**config.mk**
```make
export PLATFORM = sky130hd
export DESIGN_NAME = instr_assembler
export DESIGN_NICKNAME = d
export VERILOG_FILES = /design/src/rtl/instr_assembler.sv
export SDC_FILE = /design/constraint.sdc
export NUM_CORES = 1
export LEC_CHECK = 0
export ABC_AREA = 1
export CAP_MARGIN = 0
export CORE_MARGIN = 2
export CORE_UTILIZATION = 35
export CTS_CLUSTER_SIZE = 25
export DETAILED_ROUTE_END_ITERATION = 10
export PLACE_DENSITY_LB_ADDON = 0.15
export SYNTH_ARGS = -nofsm -noshare
export SYNTH_HDL_FRONTEND = slang
export SYNTH_SLANG_ARGS = --single-unit
```
**constraint.sdc**
```tcl
create_clock -name clk -period 2.4 [get_ports clk]
set_clock_uncertainty 0.1 [all_clocks]
set_input_delay 0.72 -clock clk [delete_from_list [all_inputs] [get_ports clk]]
set_output_delay 0.72 -clock clk [all_outputs]
set_load 0.05 [all_outputs]
```
**src/rtl/instr_assembler.sv**
```systemverilog
// Encodes field inputs into 16-bit instruction words, buffers them in a small FIFO and
// writes them to consecutive instruction-memory addresses. Optional macro ASM_CHECKSUM_EN adds a checksum port.
module instr_assembler #(
  parameter logic [15:0] BASE_ADDR  = 16'h0000,
  parameter int          FIFO_DEPTH = 4
) (
  input  logic        clk,
  input  logic        rst_n,
  input  logic        start,
  input  logic        in_valid,
  output logic        in_ready,
  input  logic [3:0]  op,
  input  logic [3:0]  f1,
  input  logic [3:0]  f2,
  input  logic [3:0]  f3,
  input  logic [7:0]  imm8,
  input  logic [11:0] imm12,
  output logic        mem_req,
  output logic [15:0] mem_addr,
  output logic [15:0] mem_wdata,
  input  logic        mem_ack,
  output logic        busy,
  output logic        done,
  output logic        ovf,
`ifdef ASM_CHECKSUM_EN
  output logic [15:0] checksum,
`endif
  output logic [15:0] count
);

  localparam int PW = $clog2(FIFO_DEPTH);
  localparam logic [PW:0]   OCC_FULL = (PW+1)'(FIFO_DEPTH);
  localparam logic [PW:0]   OCC_ONE  = (PW+1)'(1);
  localparam logic [PW-1:0] PTR_ONE  = PW'(1);

  typedef enum logic [1:0] {IDLE, LOAD, DRAIN, DONE} state_t;

  state_t                     state, state_nxt;
  logic [FIFO_DEPTH-1:0][15:0] fifo_mem;
  logic [PW-1:0]              wr_ptr, rd_ptr;
  logic [PW:0]                occ, occ_nxt;
  logic [15:0]                enc_word;
  logic                       push, pop, restart, full;

  assign full    = (occ == OCC_FULL);
  assign push    = in_valid && in_ready;
  assign pop     = mem_ack && mem_req;
  assign restart = start && (state == IDLE || state == DONE);

  always_comb begin
    enc_word = {op, 12'h000};
    case (op)
      4'hA, 4'hB: enc_word = {op, f1, imm8};
      4'hC:       enc_word = {op, f1[2:0], imm12[8:0]};
      4'hD:       enc_word = {op, imm12};
      4'hE, 4'hF: enc_word = {op, 12'h000};
      default:    enc_word = {op, f1, f2, f3};
    endcase
  end

  always_ff @(posedge clk or negedge rst_n) begin
    if (!rst_n) state <= IDLE;
    else        state <= state_nxt;
  end

  // HLT is always the last word, so the pop that empties the FIFO in DRAIN retires it.
  always_comb begin
    state_nxt = state;
    case (state)
      IDLE, DONE: if (start) state_nxt = LOAD;
      LOAD:       if (push && op == 4'hF) state_nxt = DRAIN;
      DRAIN:      if (pop && occ == OCC_ONE) state_nxt = DONE;
      default:    state_nxt = IDLE;
    endcase
  end

  always_comb begin
    in_ready  = (state == LOAD) && !full;
    busy      = (state == LOAD) || (state == DRAIN);
    done      = (state == DONE);
    mem_wdata = mem_req ? fifo_mem[rd_ptr] : 16'h0000;
  end

  always_comb begin
    occ_nxt = occ;
    if (restart)          occ_nxt = '0;
    else if (push && !pop) occ_nxt = occ + OCC_ONE;
    else if (pop && !push) occ_nxt = occ - OCC_ONE;
  end

  always_ff @(posedge clk) begin
    if (push) fifo_mem[wr_ptr] <= enc_word;
  end

  always_ff @(posedge clk or negedge rst_n) begin
    if (!rst_n) begin
      wr_ptr   <= '0;
      rd_ptr   <= '0;
      occ      <= '0;
      mem_req  <= 1'b0;
      mem_addr <= BASE_ADDR;
      count    <= 16'h0000;
      ovf      <= 1'b0;
    end else begin
      occ     <= occ_nxt;
      mem_req <= (state_nxt == LOAD || state_nxt == DRAIN) && (occ_nxt != '0);
      if (restart) begin
        wr_ptr   <= '0;
        rd_ptr   <= '0;
        mem_addr <= BASE_ADDR;
        count    <= 16'h0000;
        ovf      <= 1'b0;
      end else begin
        if (push) wr_ptr <= wr_ptr + PTR_ONE;
        if (pop) begin
          rd_ptr   <= rd_ptr + PTR_ONE;
          mem_addr <= mem_addr + 16'h0001;
          count    <= count + 16'h0001;
          if (mem_addr == 16'hFFFF) ovf <= 1'b1;
        end
      end
    end
  end

`ifdef ASM_CHECKSUM_EN
  always_ff @(posedge clk or negedge rst_n) begin
    if (!rst_n)       checksum <= 16'h0000;
    else if (restart) checksum <= 16'h0000;
    else if (pop)     checksum <= checksum ^ mem_wdata;
  end
`endif

endmodule

```
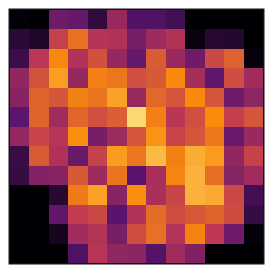
Figure 1: run 1, cell density map.
Scale: 2 px per um. The die is cut into 13 by 13 equal tiles; black is low, pale yellow is high, 0 to 100% covered.
8.3% of the tiles are over 75% full. 12% of the tiles are nearly empty. The emptiest ninth of the die: bottom left. The densest ninth of the die: middle.
area of the core: 0.0146 mm^2
final cell utilization of the core: 48.6%
FP Core Util: 36.0%

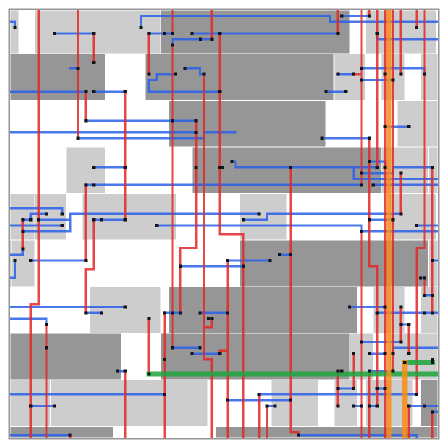
Figure 2: run 1, layout detail.
Window x 51 to 76, y 51 to 76 um. Cells in gray, sequential cells in the stronger gray; small squares are vias.
Key: metal 1 = blue; metal 2 = red; metal 3 = green; metal 4 = orange
Most frequent: edfxtp_1 (6), nor2_1 (4), buf_4 (4). Netlist names of flops here include `fifo_mem` (6), `rd_ptr` (2). Sequential cells in the window: 9. 32 logic cells have their middle in the window.

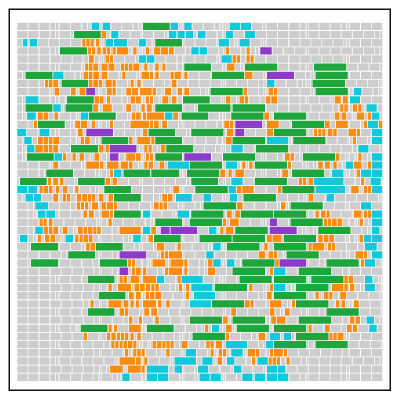
Figure 3: run 1, placement by cell class.
Scale: 3 px per um. Fill, decap, tap and diode cells in gray.
Key: clock drivers and dummy loads = purple [cells 16, share of their area 4.2%]; combinational and other logic = orange [cells 450, share of their area 33%]; sequential cells = green [cells 107, share of their area 44%]; remaining buffers and delay cells = cyan [cells 131, share of their area 19%]
Design Area, Final: 0.00709 mm^2
FP Rows: 44
Seq area share: 42.3%

run 1: area by class of cell:
cell class                      count  share of cell area [%]
Sequential cell                   107                    42.3
Multi-Input combinational cell    383                    28.4
Timing Repair Buffer              131                    18.3
Inverter                           67                    3.64
Tap cell                          184                    3.25
Clock buffer                        9                    3.18
Clock inverter                      7                   0.882
run 1: kinds of logic (layout without fill, tap and decap cells):
group                    count (synthesis)  after routing  synth area share (%)
AND/OR/NAND/NOR                        253            253                  21.4
AND-OR/OR-AND                          114            114                  11.7
flip-flops                             107            107                  57.1
buffers and inverters                   85            214                  6.24
adder cells (fa/ha/maj)                 13             13                  3.10
XOR/XNOR                                 3              3                 0.500
==> changes_impl.md, run 1 <==
## Implementation

* Ys flops at 107
* Placed instance area at 0.00654 mm^2
* Syn_area_per_cell at 9.13 um^2
* H-tree depth at 3
* Met1 WL at 5850 um
* Int Pwr at 4.25 mW
* Initial antenna violation count at 0
* GR met2 Demand/Resource at 29.0%
* Metal2 WL at 6610 um
* DRT iter0 DRCs at 256
* Outcome: finished, violations left
* Final hold slack at 0.341 ns
* Largest net degree at the start of global routing at 44
* GRT busiest layer: met2
* Leading area contributor after synthesis: edfxtp_1
* Mapped Area at 0.00525 mm^2
* Worst setup SP type: flop
* Hold crit path type: in2async
* Floorplan net count at 629
* Most frequent cells after synthesis: nor2_1, nand2_1, inv_1, edfxtp_1, o21ai_0
* Drt first pass iters at 5
* Final setup violation count at 15
* Combinational power at 3.61 mW
* Synth top cell by count: nor2_1
* Clock Power Share at 19.2%
* Hold buffer count at cts at 0
* Top cells, area: edfxtp_1, dfrtp_1, nor2_1
* Met3 usage at 3.96%
* Max_cap viols at 0
* Worst path bufs/invs at 3
* Fin cells at 888
* # DRC at 0
* Critical path capture point type: output port
* Layout net count at 753
* Dpl cells at 861
* CTS root buf: clkbuf_16
* Failing checks: negative setup slack
* Synth Flop Type: edfxtp_1
* Switching share of power at 42.9%
* Register share after synthesis at 57.1%
* Fin worst setup slack at -0.112 ns
* Psw at 3.19 mW
* Pwr Density at 1050 mW/mm^2
--- run 2 (diff from run 1) ---
--- a/config.mk
+++ b/config.mk
@@ -11,7 +11,9 @@
 export CORE_UTILIZATION = 35
 export CTS_CLUSTER_SIZE = 25
 export DETAILED_ROUTE_END_ITERATION = 10
+export DONT_BUFFER_PORTS = 1
 export PLACE_DENSITY_LB_ADDON = 0.15
+export SETUP_SLACK_MARGIN = 0.5
 export SYNTH_ARGS = -nofsm -noshare
 export SYNTH_HDL_FRONTEND = slang
 export SYNTH_SLANG_ARGS = --single-unit
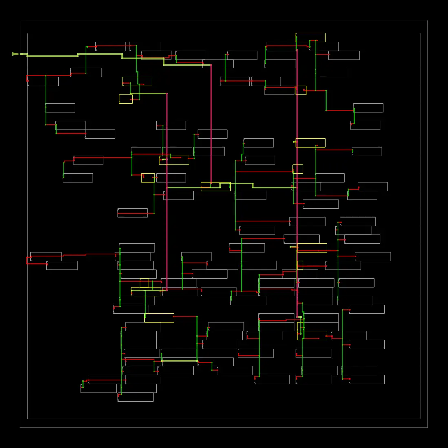
Figure 4: run 2, clock wiring as the flow saved it.
CLK BUF: 9
total CTS buffers: 9
Worst-Skew Late Latency: 0.36 ns
Clock Power: 1.44 mW

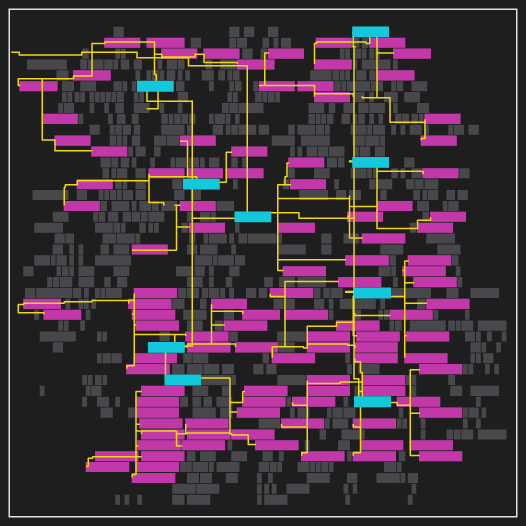
Figure 5: run 2, clock wires, drivers and flops.
Scale: 4 px per um.
Key: clock wires = yellow [length 1300 um]; flip-flops = magenta [count 107]; clock drivers = cyan [count 9]
There are 10 routed clock nets. Position of the flops: widely spread.
Clock Power Share: 16.9%

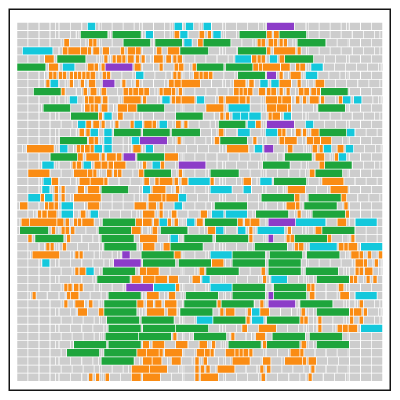
Figure 6: run 2, placement by cell class.
Scale: 3 px per um. Fill, decap, tap and diode cells in gray.
Design Area, Final: 0.00727 mm^2
Seq area share: 41.4%

==> run 2 against run 1 <==
  * The run still ends with negative setup slack left
  * Design area is 2.5% higher
  * Sequential power hardly changed
  * Register-to-register slack hardly changed
  * Critical endpoint is now mem_wdata[1]
  * Largest power group unchanged
==> changes_impl.md, run 2 <==
## Implementation

* Drt first pass iters at 4 (-1)
* Psw at 3.77 mW (+18%)
* Basic Gates by Area at 21.4% (unchanged)
* Register share after synthesis at 57.1% (unchanged)
* Met3 usage at 4.22% (+0.25 points)
* # DRC at 0 (unchanged)
* MUX share of area at 0% (unchanged)
* Placed instance area at 0.00602 mm^2 (-8.0%)
* Fin cells at 847 (-4.6%)
* Flops at 107 (unchanged)
* Layout net count at 712 (-5.4%)
* Pwr Density at 1170 mW/mm^2 (+12%)
* Met1 WL at 6420 um (+9.8%)
* Non-CTS inverters at 67 (unchanged)
* Top cells, area: edfxtp_1, dfrtp_1, nor2_1
* Critical path capture point type: output port
* Dpl cells at 790 (-8.2%)
* Ys flops at 107 (unchanged)
* Metal2 WL at 6590 um (-0.27%)
* Repair and plain buffers at 90 (-31%)
* Mapped Area at 0.00525 mm^2 (unchanged)
* GRT busiest layer: met2
* Combinational power at 4.69 mW (+30%)
* Floorplan net count at 629 (unchanged)
* Syn_area_per_cell at 9.13 um^2 (unchanged)
* Final cell utilization of the core at 49.8% (+1.2 points)
* Synth top cell by count: nor2_1
* MI comb cells at 383 (unchanged)
* GR met2 Demand/Resource at 27.3% (-1.7 points)
* Max_cap viols at 0 (unchanged)
* Worst setup SP type: flop
* Most frequent cells after synthesis: nor2_1, nand2_1, inv_1, edfxtp_1, o21ai_0
* Largest net degree at the start of global routing at 44 (unchanged)
* Final hold slack at 0.103 ns (-0.238 ns)
* Biggest Area Class: registers
* Fin worst setup slack at -0.0942 ns (+0.0182 ns)
* Failing checks: negative setup slack
* Final setup violation count at 16 (+1)
* Switching share of power at 44.3% (+1.4 points)
* # Taps at 184 (unchanged)
* Worst path bufs/invs at 2 (-1)
* CTS root buf: clkbuf_16
* Outcome: finished, violations left
* Combinational share of cell area at 34.3% (+5.9 points)
* Dominant combinational family: simple AND/OR/NAND/NOR gates
* FP Rows at 44 (unchanged)
* Xor/xnor share at 0.500% (unchanged)
run 2: cell types whose count changed in the layout (fill, tap and decap cells not counted), sizes merged, moves of 3 or more:
cell           previous run  this run
dlymetal6s2s              3         0
clkinvlp                  2         6
inv                      71        65
dlygate4sd2               4         0
buf                      82        88
clkdlybuf4s50            42         0
run 2: repair_timing:
action,in CTS,in global routing
gates cloned,2,2
hold endpoints to repair,43,0
hold buffers,1,0
pin swaps,19,40
setup buffers,22,14
gates resized,86,105
endpoints found under the setup margin,33,39
run 2: how the worst max path moves through the flow:
stage                         end
floorplan           mem_wdata[10]
global placement    mem_wdata[13]
detailed placement  mem_wdata[13]
CTS                 mem_wdata[15]
global route        mem_wdata[15]
finish               mem_wdata[1]
--- run 3 (diff from run 2) ---
--- a/config.mk
+++ b/config.mk
@@ -8,11 +8,12 @@
 export ABC_AREA = 1
 export CAP_MARGIN = 0
 export CORE_MARGIN = 2
-export CORE_UTILIZATION = 35
+export CORE_UTILIZATION = 40
 export CTS_CLUSTER_SIZE = 25
 export DETAILED_ROUTE_END_ITERATION = 10
 export DONT_BUFFER_PORTS = 1
 export PLACE_DENSITY_LB_ADDON = 0.15
+export RECOVER_POWER = 100
 export SETUP_SLACK_MARGIN = 0.5
 export SYNTH_ARGS = -nofsm -noshare
 export SYNTH_HDL_FRONTEND = slang
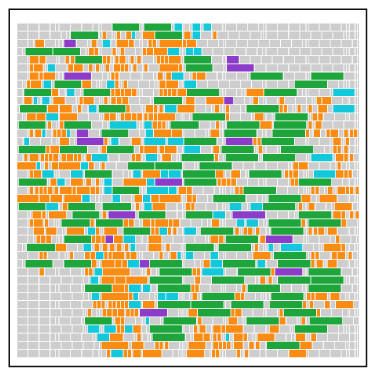
Figure 7: run 3, placement by cell class.
Scale: 3 px per um. Fill, decap, tap and diode cells in gray.
Seq area share: 41.3%
final cell utilization of the core: 57.2%
area of the core: 0.0127 mm^2
Design Area, Final: 0.00727 mm^2
FP Rows: 41

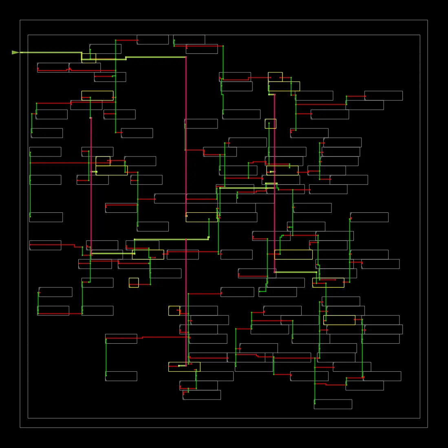
Figure 8: run 3, clock wiring as the flow saved it.
clock sink count: 107
Flops: 107

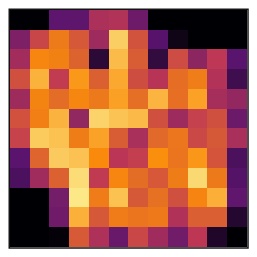
Figure 9: run 3, cell density map.
Scale: 2 px per um. The die is cut into 12 by 12 equal tiles; black is low, pale yellow is high, 0 to 100% covered.
The emptiest ninth of the die: top right. The fullest tile reaches 95%. The mean over all tiles is 50%. 13% of the tiles are nearly empty. 17% of the tiles are over 75% full.
FP Core Util: 41.3%

==> run 3 against run 2 <==
  * The run still ends with negative setup slack left
  * Non-clock buffer count rose by 1
  * Die size fell by 12%
  * Worst hold slack improved by 0.24 ns
  * Area after synthesis did not move
  * Flip-flop count did not move
  * Via count rose by 1.2%
  * Critical path depth rose by 1
  * First-iteration DRC count fell by 29%
  * Sequential share of layout area fell by 0.11 points
  * Synthesized cell count did not move
  * Clock power rose by 9%
  * Sequential power barely moved
  * Critical path type unchanged
  * Largest cell class unchanged
  * Largest power group unchanged
==> changes_impl.md, run 3 <==
## Implementation

* Outcome: finished, violations left
* Failing checks: negative setup slack
* CTS root buf: clkbuf_16
* Worst path bufs/invs at 3 (+1)
* Syn_area_per_cell at 9.13 um^2 (unchanged)
* Placed instance area at 0.00596 mm^2 (-1.0%)
* Number of enable flip-flop cells at 64
* Xor/xnor share at 0.500% (unchanged)
* Final setup violation count at 14 (-2)
* Final hold slack at 0.348 ns (+0.245 ns)
* Switching share of power at 43.9% (-0.36 points)
* Worst-Skew Late Latency at 0.36 ns (about the same)
* Basic Gates by Area at 21.4% (unchanged)
* Top cells, area: edfxtp_1, dfrtp_1, nor2_1
* Fin worst setup slack at -0.0390 ns (+0.0551 ns)
* Crit path largest cell delay at 0.40 ns
* Dominant combinational family: simple AND/OR/NAND/NOR gates
* Register share after synthesis at 57.1% (unchanged)
* Post-CTS setup buffers at 31 (+41%)
* Floorplan net count at 629 (unchanged)
* Crit path to: mem_wdata[15]
* Hold buffer count at cts at 1 (unchanged)
* Most frequent cells after synthesis: nor2_1, nand2_1, inv_1, edfxtp_1, o21ai_0
* Die width at 119 um
* Worst setup SP type: flop
* Layout net count at 713 (+0.14%)
* Drt first pass iters at 4 (unchanged)
* Critical path capture point type: output port
* Max_cap viols at 0 (unchanged)
* Largest net degree at the start of global routing at 44 (unchanged)
* Mapped Area at 0.00525 mm^2 (unchanged)
* Synth top cell by count: nor2_1
* CTS resizes at 127 (+48%)
* Pwr Density at 1170 mW/mm^2 (-0.41%)
* Ys flops at 107 (unchanged)
* Fill count at 1107
* Psw at 3.73 mW (-1.2%)
## run 3: through the flow
step           instances  total power [mW]  util (%)
2_1_floorplan        575              4.88         -
3_3_place_gp         772              5.58      46.8
3_5_place_dp         772              5.62      46.8
4_1_cts              820              8.05      54.2
5_1_grt              836              8.94      57.2
6_report             836              8.49      57.2
## run 3: final cells by class
cell class              count  share of cell area (%)
clock inverters             7                    1.22
clock buffers               9                    3.10
inverters                  67                    3.97
flip-flops and latches    107                    41.3
multi-input cells         383                    35.4
repair buffers             91                    12.1
well taps                 172                    2.96
## run 3: routing by layer
layer	vias up	track usage (%)	routed length (um)
li1	2112	-	-
met4	0	8.33	260
met2	98	33.1	6990
met1	2095	23.1	5730
met3	15	4.44	626
met5	-	0	0
Power is estimated from default activity; no workload was simulated.
